Cells by drive strength:
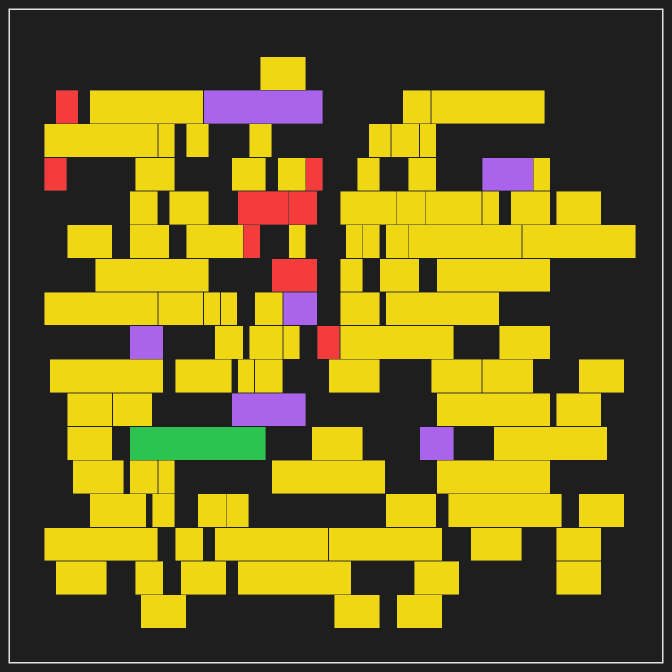
Wire density map:
11 x 11 tiles, from dark blue (low) to red (high), scaled to the fullest tile. Values are wire area over tile area, all layers added.
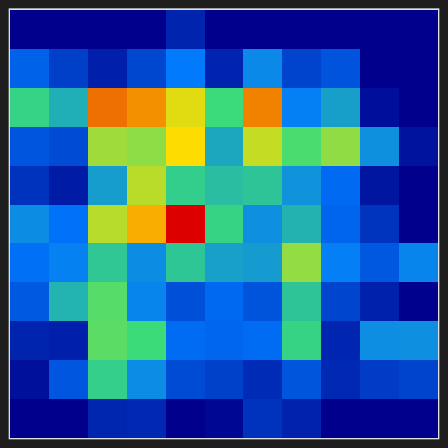
Sequential cells grouped by signal name:
The bar under the picture is 20 µm long. Other sequential cells in the stronger gray, the rest of the logic in the fainter gray.
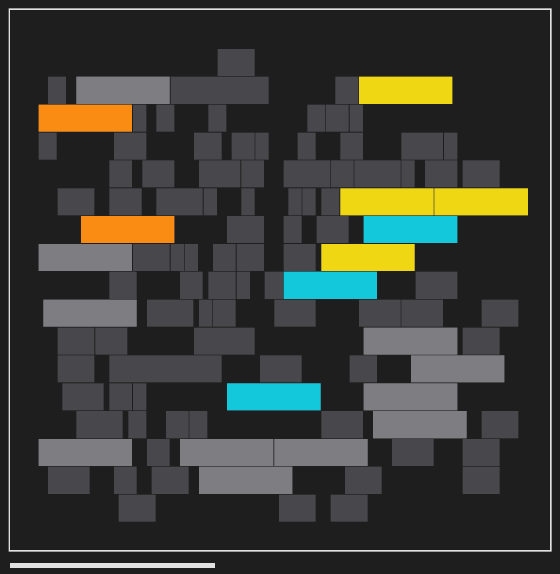
## src/rtl/tdm_pkg.sv

```systemverilog
// Shared definitions for the 4:1 TDM channel mux/demux pair.
package tdm_pkg;

  typedef enum logic {
    HUNT   = 1'b0,
    LOCKED = 1'b1
  } tdm_state_t;

  localparam int unsigned TDM_NCH    = 4;
  localparam int unsigned TDM_W      = 1;
  localparam int unsigned SLOT_W     = $clog2(TDM_NCH);
  localparam int unsigned ERR_CNT_W  = 4;
  localparam int unsigned MISS_CNT_W = 4;

endpackage

```

## src/rtl/tdm_slot_ctr.sv

```systemverilog
// Slot counter, missing-sync counter and lock FSM for the TDM receiver.
module tdm_slot_ctr
  import tdm_pkg::*;
#(
  parameter int unsigned NCH        = TDM_NCH,
  parameter int unsigned MISS_LIMIT = 3
) (
  input  logic                     clk,
  input  logic                     rst_n,
  input  logic                     ena,
  input  logic                     sync,
  output logic [$clog2(NCH)-1:0]   slot,
  output logic                     locked,
  output logic                     cap_en,
  output logic [$clog2(NCH)-1:0]   cap_idx,
  output logic                     frame_done,
  output logic                     resync
);

  localparam int unsigned SW = $clog2(NCH);

  tdm_state_t            state_q, state_d;
  logic [SW-1:0]         slot_q, slot_d;
  logic [MISS_CNT_W-1:0] miss_q, miss_d;

  always_comb begin
    state_d    = state_q;
    slot_d     = slot_q;
    miss_d     = miss_q;
    cap_en     = 1'b0;
    cap_idx    = slot_q;
    frame_done = 1'b0;
    resync     = 1'b0;
    if (ena) begin
      unique case (state_q)
        HUNT: begin
          if (sync) begin
            cap_en  = 1'b1;
            cap_idx = '0;
            slot_d  = SW'(1);
            miss_d  = '0;
            state_d = LOCKED;
          end
        end
        LOCKED: begin
          if (slot_q == '0) begin
            if (sync) begin
              cap_en = 1'b1;
              slot_d = SW'(1);
              miss_d = '0;
            end else if (miss_q == MISS_CNT_W'(MISS_LIMIT - 1)) begin
              // Lock lost: the slot-0 sample is not captured.
              state_d = HUNT;
              slot_d  = '0;
              miss_d  = '0;
            end else begin
              cap_en = 1'b1;
              slot_d = SW'(1);
              miss_d = miss_q + 1'b1;
            end
          end else if (sync) begin
            resync  = 1'b1;
            cap_en  = 1'b1;
            cap_idx = '0;
            slot_d  = SW'(1);
            miss_d  = '0;
          end else begin
            cap_en     = 1'b1;
            frame_done = (slot_q == SW'(NCH - 1));
            slot_d     = slot_q + 1'b1;
          end
        end
        default: state_d = HUNT;
      endcase
    end
  end

  always_ff @(posedge clk or negedge rst_n) begin
    if (!rst_n) begin
      state_q <= HUNT;
      slot_q  <= '0;
      miss_q  <= '0;
    end else begin
      state_q <= state_d;
      slot_q  <= slot_d;
      miss_q  <= miss_d;
    end
  end

  assign slot   = slot_q;
  assign locked = (state_q == LOCKED);

endmodule

```

## src/rtl/tdm_demux4_rx.sv

```systemverilog
// TDM receiver: routes each slot of the multiplexed stream to its channel and
// publishes complete frames with a valid strobe, lock and sync-error status.
module tdm_demux4_rx
  import tdm_pkg::*;
#(
  parameter int unsigned NCH        = TDM_NCH,
  parameter int unsigned W          = TDM_W,
  parameter int unsigned MISS_LIMIT = 3
) (
  input  logic                   clk,
  input  logic                   rst_n,
  input  logic                   ena,
  input  logic [W-1:0]           din,
  input  logic                   sync,
  output logic [NCH*W-1:0]       out_data,
  output logic                   frame_valid,
  output logic                   locked,
  output logic                   sync_err,
  output logic [ERR_CNT_W-1:0]   err_cnt,
  output logic [$clog2(NCH)-1:0] slot
);

  localparam int unsigned SW = $clog2(NCH);

  logic          cap_en;
  logic [SW-1:0] cap_idx;
  logic          frame_done;
  logic          resync;

  logic [NCH-1:0][W-1:0] stage;
  logic [NCH-1:0][W-1:0] frame_word;

  tdm_slot_ctr #(
    .NCH        (NCH),
    .MISS_LIMIT (MISS_LIMIT)
  ) u_slot_ctr (
    .clk        (clk),
    .rst_n      (rst_n),
    .ena        (ena),
    .sync       (sync),
    .slot       (slot),
    .locked     (locked),
    .cap_en     (cap_en),
    .cap_idx    (cap_idx),
    .frame_done (frame_done),
    .resync     (resync)
  );

  // The last slot bypasses staging so the frame publishes on the same edge.
  always_comb begin
    frame_word          = stage;
    frame_word[NCH-1]   = din;
  end

  always_ff @(posedge clk or negedge rst_n) begin
    if (!rst_n) begin
      stage       <= '0;
      out_data    <= '0;
      frame_valid <= 1'b0;
      sync_err    <= 1'b0;
      err_cnt     <= '0;
    end else begin
      frame_valid <= frame_done;
      sync_err    <= resync;
      if (cap_en) begin
        stage[cap_idx] <= din;
      end
      if (frame_done) begin
        out_data <= frame_word;
      end
      if (resync && (err_cnt != '1)) begin
        err_cnt <= err_cnt + 1'b1;
      end
    end
  end

endmodule
```

## config.mk

```make
export PLATFORM = sky130hd
export DESIGN_NAME = tdm_demux4_rx
export DESIGN_NICKNAME = d
export VERILOG_FILES = /design/src/rtl/tdm_pkg.sv /design/src/rtl/tdm_slot_ctr.sv /design/src/rtl/tdm_demux4_rx.sv
export SDC_FILE = /design/constraint.sdc
export NUM_CORES = 1
export LEC_CHECK = 0
export CELL_PAD_IN_SITES_DETAIL_PLACEMENT = 0
export CELL_PAD_IN_SITES_GLOBAL_PLACEMENT = 1
export CORE_MARGIN = 2
export CORE_UTILIZATION = 43
export DETAILED_ROUTE_END_ITERATION = 6
export GPL_TIMING_DRIVEN = 0
export PLACE_DENSITY_LB_ADDON = 0.1
export SLEW_MARGIN = 10
export SYNTH_ARGS = -nofsm -noshare
export SYNTH_HDL_FRONTEND = slang
export SYNTH_SLANG_ARGS = --single-unit
```

## constraint.sdc

```tcl
create_clock -name clk -period 2.9 [get_ports clk]
set_clock_uncertainty 0.05 [all_clocks]
set_input_delay 0.29 -clock clk [delete_from_list [all_inputs] [get_ports clk]]
set_output_delay 0.29 -clock clk [all_outputs]
set_load 0.02 [all_outputs]
```

==> deck_impl_summary.md <==
Physical Implementation Snapshot

Route
  – Routed via count: 725
  – Number of iterations in the first detailed-routing pass: 3
  – Antenna violation net count after detailed routing: 0
  – DRC viols: 0
  – Initial DRC count: 12
  – Routed wire length per instance: 13.14 µm

Placement
  – Estimated wirelength of the detail-placed design: 1314 µm
  – Number of placed instances with taps included: 131

Yosys
  – Fraction of registers with async set/reset: 100.0%
  – Most used flip-flop cell after synthesis: sky130_fd_sc_hd__dfrtp_1
  – Portion of synthesized cell area occupied by the leading cell type: 49.02%
  – Synthesis warning total: 0
  – Post-synthesis instance area: 1021 µm²
  – Flops after synth: 20

Critical path
  – WP data arrival: 2280 ps
  – Data required time of the worst path: 3050 ps
  – Startpoint types: register
  – Crit path max fanout: 7
  – R2R cell count: 6

Global routing
  – Initial antenna violation count: 0

Floorplan
  – Initial core utilization: 45.71%
  – Total number of placement rows: 17
  – Core Region: 2233 µm²

Power
  – Worst VDD drop: 0.0006706 V
  – Total power per unit cell area: 961.9 nW/µm²

Clock tree
  – TritonCTS clock tree: done
  – Post-cts gate resize count: 0
  – Number of buffers inserted for hold repair after clock tree synthesis: 0

Flow run
  – Number of warnings in the stage logs: 28

Worst hold path
  – Path type of the worst min-delay path: primary input to register
  – WHS Path Cells: 2

Final timing
  – Minimum clock period: 2136 ps
  – Number of hold-slack violations in the final timing report: 0

Outcome
  – Outcome: completed
About 'cells by drive strength':
| size | color | cells | share | most used |
|---|---|---|---|---|
| _2 cells | red | 8 | 7.5% | buf_2 |
| _3 and _4 cells | purple | 6 | 5.6% | clkbuf_4 |
| _6 and larger | green | 1 | 0.93% | bufinv_16 |
| _0 and _1 cells | yellow | 92 | 86% | dfrtp_1 |
Plain + repair buffers: 18
final worst setup slack: 764.4 ps
synth-to-layout area growth: 23.28%
post-route standard cell area excluding fillers: 1259 µm²

About 'wire density map':
densest ninth of the die: middle
tiles over half the peak: 14%
nearly empty tiles: 19%
fullest tile: 0.39
emptiest ninth of the die: top right

About 'sequential cells grouped by signal name':
| name in the netlist | color | sequential cells |
|---|---|---|
| `frame_word` | cyan | 3 |
| `u_slot_ctr.miss_q` | yellow | 4 |
| `u_slot_ctr.slot` | orange | 2 |
final core occ: 56.36%
FF/Latch Area: 500.5 µm²
sequential power: 0.485 mW
share of cell area taken by flip-flops and latches: 39.76%

[stage by stage]
stage	setup WS (ps)	instance area, µm²
after floorplan	906.7	1021
after global placement	847.2	1206
after detailed placement	789.4	1206
after CTS	757.0	1259
after global routing	606.1	1259
final	764.4	1259
[worst max-delay path, stage by stage, from the launching register on]
cell and delay, ps:
sky130_fd_sc_hd__dfrtp_1 490, sky130_fd_sc_hd__inv_1 120, sky130_fd_sc_hd__ha_1 310, sky130_fd_sc_hd__or2b_1 240
sky130_fd_sc_hd__o221ai_4 120, sky130_fd_sc_hd__nor4_1 350, sky130_fd_sc_hd__mux2_1 360
[state kept, by name (all words and copies together) (netlist names)]
name and cells:
err_cnt 4, frame_valid 1, frame_word 3, out_data 4, sync_err 1, u_slot_ctr.locked 1
u_slot_ctr.miss_q 4, u_slot_ctr.slot 2
[routing by layer]
metal | up-vias | GRT usage (%) | share of wire [%]
met2 | 14 | 23.33 | 44
li1 | 361 | - | -
met5 | - | 0 | 0
met4 | 0 | 4.274 | 0
met1 | 350 | 22.10 | 51
met3 | 0 | 5.714 | 4.6
[layout make-up]
type | count | area (µm²) | area share (%)
Inverter | 6 | 22.52 | 1.789
Multi-Input combinational cell | 59 | 483.0 | 38.37
Sequential cell | 20 | 500.5 | 39.76
Clock buffer | 3 | 22.52 | 1.789
Timing Repair Buffer | 15 | 150.1 | 11.93
Clock inverter | 1 | 30.03 | 2.386
Buffer | 3 | 15.01 | 1.193
Tap cell | 28 | 35.03 | 2.783
[where the power goes]
| group | switching (mW) | leakage, nW | internal, mW |
|---|---|---|---|
| clock | 0.0858 | 0.0279 | 0.140 |
| sequential | 0.0985 | 0.245 | 0.386 |
| combinational | 0.243 | 0.278 | 0.257 |
| total | 0.428 | 0.551 | 0.783 |
[path summary, 6_finish.rpt]
kind / startpoint / to / slack [ps]
setup / recovery: u_slot_ctr.slot[0]$_DFFE_PN0P_ / frame_word[1]$_DFFE_PN0P_ / 760
min in group asynchronous: rst_n / out_data[3]$_DFFE_PN0P_ / 410
max in group asynchronous: rst_n / u_slot_ctr.slot[0]$_DFFE_PN0P_ / 1850
hold reg to reg: frame_word[2]$_DFFE_PN0P_ / out_data[2]$_DFFE_PN0P_ / 450
hold / removal: sync / u_slot_ctr.miss_q[3]$_DFFE_PN0P_ / 240
setup reg to reg: u_slot_ctr.slot[0]$_DFFE_PN0P_ / frame_word[1]$_DFFE_PN0P_ / 760
[logic make-up after synthesis]
logic type | after synthesis | share of synthesized area (%)
mux | 11 | 12.01
xor+xnor | 1 | 0.8580
buf+inv | 9 | 3.676
simple gates | 25 | 14.95
fa+ha+maj | 5 | 6.127
flops | 20 | 49.02
compound gates | 17 | 13.36
Power figures rest on the tool's default switching activity, not on a simulated workload.
